===== src/rtl/sel_seq_pkg.sv =====
// Shared types and constants for the decoder select sequencer.
package sel_seq_pkg;

    typedef enum logic [1:0] {
        IDLE  = 2'd0,
        RUN   = 2'd1,
        SWEEP = 2'd2
    } state_t;

    localparam int SEL_W       = 2;
    localparam int SWEEP_STEPS = 4;

    function automatic logic [SEL_W-1:0] next_sel(
        input logic [SEL_W-1:0] s,
        input logic             down
    );
        return down ? s - SEL_W'(1) : s + SEL_W'(1);
    endfunction

endpackage


===== src/rtl/sel_sequencer_tick_prescaler.sv =====
// Enabled-cycle divider: tick is high in the cycle that ends a DIV-long period.
module tick_prescaler #(
    parameter int DIV = 4,
    parameter int CW  = 8
) (
    input  logic clk,
    input  logic rst,
    input  logic clr,
    input  logic en,
    output logic tick
);

    localparam logic [CW-1:0] LAST = CW'(DIV - 1);

    logic [CW-1:0] cnt;

    assign tick = en && !clr && (cnt == LAST);

    always_ff @(posedge clk) begin
        if (rst || clr) begin
            cnt <= '0;
        end else if (en) begin
            cnt <= tick ? '0 : cnt + CW'(1);
        end
    end

endmodule


===== src/rtl/sel_sequencer.sv =====
// Steps the 2-bit decoder select (a, b) up or down at a prescaled rate,
// either free-running or as a single four-step sweep.
import sel_seq_pkg::*;

module sel_sequencer #(
    parameter int DIV = 4,
    parameter int CW  = 8
) (
    input  logic             clk,
    input  logic             rst,
    input  logic             en,
    input  logic             start,
    input  logic             stop,
    input  logic             mode,
    input  logic             dir,
    input  logic             load,
    input  logic [SEL_W-1:0] load_val,
    output logic             a,
    output logic             b,
    output logic             step,
    output logic             busy,
    output logic             done
);

    state_t           state, state_nx;
    logic [SEL_W-1:0] sel, sel_nx;
    logic [1:0]       sweep_cnt, sweep_cnt_nx;
    logic             dir_q, dir_nx;
    logic             step_nx, done_nx;
    logic             active, tick;

    assign active = (state != IDLE);

    // stop clears the prescaler on the same edge, so a coinciding tick is lost
    tick_prescaler #(
        .DIV (DIV),
        .CW  (CW)
    ) u_prescaler (
        .clk  (clk),
        .rst  (rst),
        .clr  (!active || stop),
        .en   (en),
        .tick (tick)
    );

    always_ff @(posedge clk) begin
        if (rst) begin
            state     <= IDLE;
            sel       <= '0;
            sweep_cnt <= '0;
            dir_q     <= 1'b0;
            step      <= 1'b0;
            done      <= 1'b0;
        end else begin
            state     <= state_nx;
            sel       <= sel_nx;
            sweep_cnt <= sweep_cnt_nx;
            dir_q     <= dir_nx;
            step      <= step_nx;
            done      <= done_nx;
        end
    end

    always_comb begin
        state_nx     = state;
        sel_nx       = sel;
        sweep_cnt_nx = sweep_cnt;
        dir_nx       = dir_q;
        step_nx      = 1'b0;
        done_nx      = 1'b0;
        case (state)
            IDLE: begin
                if (stop) begin
                    state_nx = IDLE;
                end else if (start) begin
                    state_nx     = mode ? SWEEP : RUN;
                    dir_nx       = dir;
                    sweep_cnt_nx = '0;
                end else if (load) begin
                    sel_nx = load_val;
                end
            end
            RUN, SWEEP: begin
                if (stop) begin
                    state_nx = IDLE;
                end else if (tick) begin
                    sel_nx  = next_sel(sel, dir_q);
                    step_nx = 1'b1;
                    if (state == SWEEP) begin
                        sweep_cnt_nx = sweep_cnt + 2'd1;
                        if (sweep_cnt == 2'(SWEEP_STEPS - 1)) begin
                            state_nx = IDLE;
                            done_nx  = 1'b1;
                        end
                    end
                end
            end
            default: state_nx = IDLE;
        endcase
    end

    assign a    = sel[1];
    assign b    = sel[0];
    assign busy = active;

endmodule


===== config.mk =====
export PLATFORM = sky130hd
export DESIGN_NAME = sel_sequencer
export DESIGN_NICKNAME = d
export VERILOG_FILES = /design/src/rtl/sel_seq_pkg.sv /design/src/rtl/sel_sequencer_tick_prescaler.sv /design/src/rtl/sel_sequencer.sv
export SDC_FILE = /design/constraint.sdc
export NUM_CORES = 1
export LEC_CHECK = 0
export ABC_AREA = 1
export CELL_PAD_IN_SITES_DETAIL_PLACEMENT = 0
export CELL_PAD_IN_SITES_GLOBAL_PLACEMENT = 1
export CORE_MARGIN = 3
export CORE_UTILIZATION = 30
export CTS_CLUSTER_SIZE = 14
export DETAILED_ROUTE_END_ITERATION = 8
export PLACE_DENSITY_LB_ADDON = 0.1
export SYNTH_ARGS = -nofsm -noshare
export SYNTH_HDL_FRONTEND = slang
export SYNTH_SLANG_ARGS = --single-unit
export TNS_END_PERCENT = 10

===== constraint.sdc =====
create_clock -name clk -period 1.5 [get_ports clk]
set_clock_uncertainty 0.05 [all_clocks]
set_input_delay 0.3 -clock clk [delete_from_list [all_inputs] [get_ports clk]]
set_output_delay 0.3 -clock clk [all_outputs]
set_load 0.005 [all_outputs]

==> results.py <==
# Synthesis and PnR figures
metrics = {
    "detailed_routing": {
        "drc_errors": 0,
        "first_iter_violations": 38,
        "wl_per_cell_um": 9.63,
        "routed-wl-met2_um": 1110,
        "drtPass1Iterations": 4,
        "top_layer_used": "met4",
        "vias_per_cell": 4.23,
        "num_vias": 977,
        "ant_nets": 0,
    },
    "synthesis": {
        "edf_count": 0,
        "ys_ff": 17,
        "seq_area_frac_synth_pct": 34.8,
        "yosys-top-cells-count": "nand2_1 (32), nor2_1 (26), dfxtp_1 (17), inv_1 (17)",
        "async_reset_ff_share_pct": 0,
        "postSynthAreaPerCell_um2": 6.61,
        "yosys_cells": 148,
        "top_cells_by_area": "dfxtp_1 (35%), nand2_1 (12%), nor2_1 (10%), inv_1 (6.5%), ha_1 (6.4%)",
    },
    "hold_path": {
        "hold-path-endpoint": "u_prescaler.cnt[1]",
        "worstHoldPathCells": 3,
        "hold_path_class": "primary input to flop",
    },
    "die": {
        "io_pins": 15,
        "fp_util_pct": 31.8,
        "dieArea_um2": 3980,
        "placementRows": 20,
        "taps": 44,
        "fp.dieH_um": 63.1,
    },
    "layout": {
        "largest_register_ffs": 8,
        "fillCellCount": 332,
        "dominant-cell-class": "combinational gates",
        "final_cell_mix": "nand2_1 (31), nor2_1 (25), buf_4 (21)",
        "register_area_um2": 348,
        "logic_gate_count": 108,
        "logic_area_um2": 593,
        "clock_area_share_pct": 1.95,
        "inverters": 23,
        "seq_cell_count": 17,
        "sh_comb_area_pct": 42.1,
        "layout-drive-gt1-share_pct": 28.9,
        "nets": 203,
    },
    "worst_setup_path": {
        "crit_family": "buffers and inverters",
        "reg2reg_to": "sweep_cnt[0]",
        "critPathMaxStageDelay_ns": 0.49,
        "r2r_start": "state[0]",
        "critPathCapture": "done",
        "r2r_cells": 10,
        "startpoint": "done",
        "path_cells": "clkdlybuf4s50_1",
        "worst_ep_required_time_ns": 1.15,
    },
    "sta": {
        "setup_viol": 0,
        "period_needed_ns": 1.44,
        "hold_viol": 0,
        "rsz0062_at_grt": "yes",
        "finalCritPeriodShare_pct": 96.1,
        "holdWs_ns": 0.300,
        "maxSlewViolCount": 0,
        "max_slew_margin_pct": 80.9,
    },
    "pwr": {
        "ir_drop_mv": 0.416,
        "power.leakage_nw": 0.668,
        "p_per_area_nw_per_um2": 972,
    },
    "flow_run": {
        "maxCapViolations": 0,
    },
    "cts": {
        "clk_pin_slew_ns": 0.09,
        "h-tree-depth": 1,
        "numClockSinks": 17,
        "cts-root-buf": "clkbuf_4",
        "numCtsBuffers": 3,
        "cts_tree": "done",
    },
    "run_status": {
        "outcome": "finished, final reports clean",
    },
    "place": {
        "post-place-ws_ns": -0.227,
        "numPortBuffers": 14,
    },
    "grt": {
        "grt_first_pass_wirelength_um": 4100,
        "grt_util_all_layers_pct": 12.7,
        "grt_max_degree": 11,
        "gr-usage-met1_pct": 14.7,
        "grt-ovfl-total": 0,
        "grt_pass1_vias": 983,
    },
}
-- power by group --
part           internal [mW]  leakage [nW]  switching, mW
Clock                 0.0991        0.0177          0.149
Sequential             0.490         0.140         0.0202
Combinational          0.314         0.510          0.297
-- stage by stage --
stage	cells	setup TNS [ns]	cell area [µm²]	utilization (%)	power [mW]
2_1_floorplan	148	0	982	-	0.792
3_5_place_dp	225	-2.43	1320	42.9	1.08
4_1_cts	230	0	1370	44.6	1.37
6_report	231	0	1410	45.8	1.37
5_1_grt	231	-0.0442	1410	45.8	1.50
3_3_place_gp	225	-2.08	1320	42.9	1.08
-- logic make-up after synthesis --
group,synth area share [%]
and+or+nand+nor,40.8
adders and majority gates,6.39
DFF,34.8
xor gates and xnor gates,1.79
AOI/OAI and AO/OA,7.42
buffers and inverters,8.82
Fig. 1: cells by drive strength
(8 px per µm)
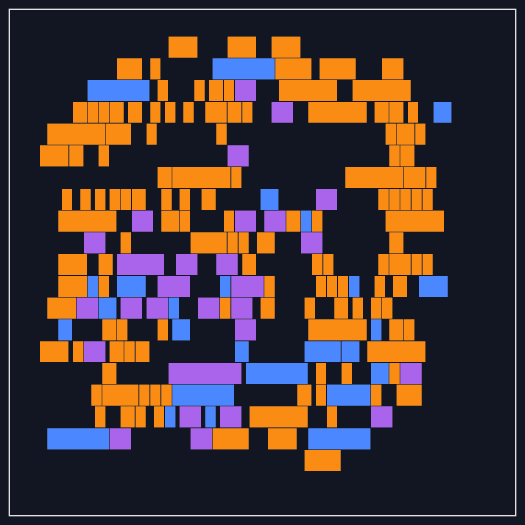
legend:
  blue:
    size: _2 cells
    cells: 26
    share: 14%
  orange:
    size: _0 and _1 cells
    cells: 133
    share: 71%
  purple:
    size: _3 and _4 cells
    cells: 28
    share: 15%
cell area after layout: 1410 µm²
Setup WS post-layout: 0.0578 ns
buffers outside the clock class: 35
Area Growth Syn to Fin: 44.0%

Fig. 2: met2 routing
(6 px per µm)
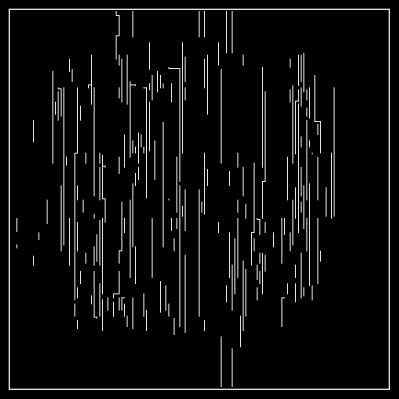
wire length on this layer: 1,110 µm
main direction: vertical
share of all routed wire: 50%

No activity file was given, so power comes from the tool's default toggle rates.
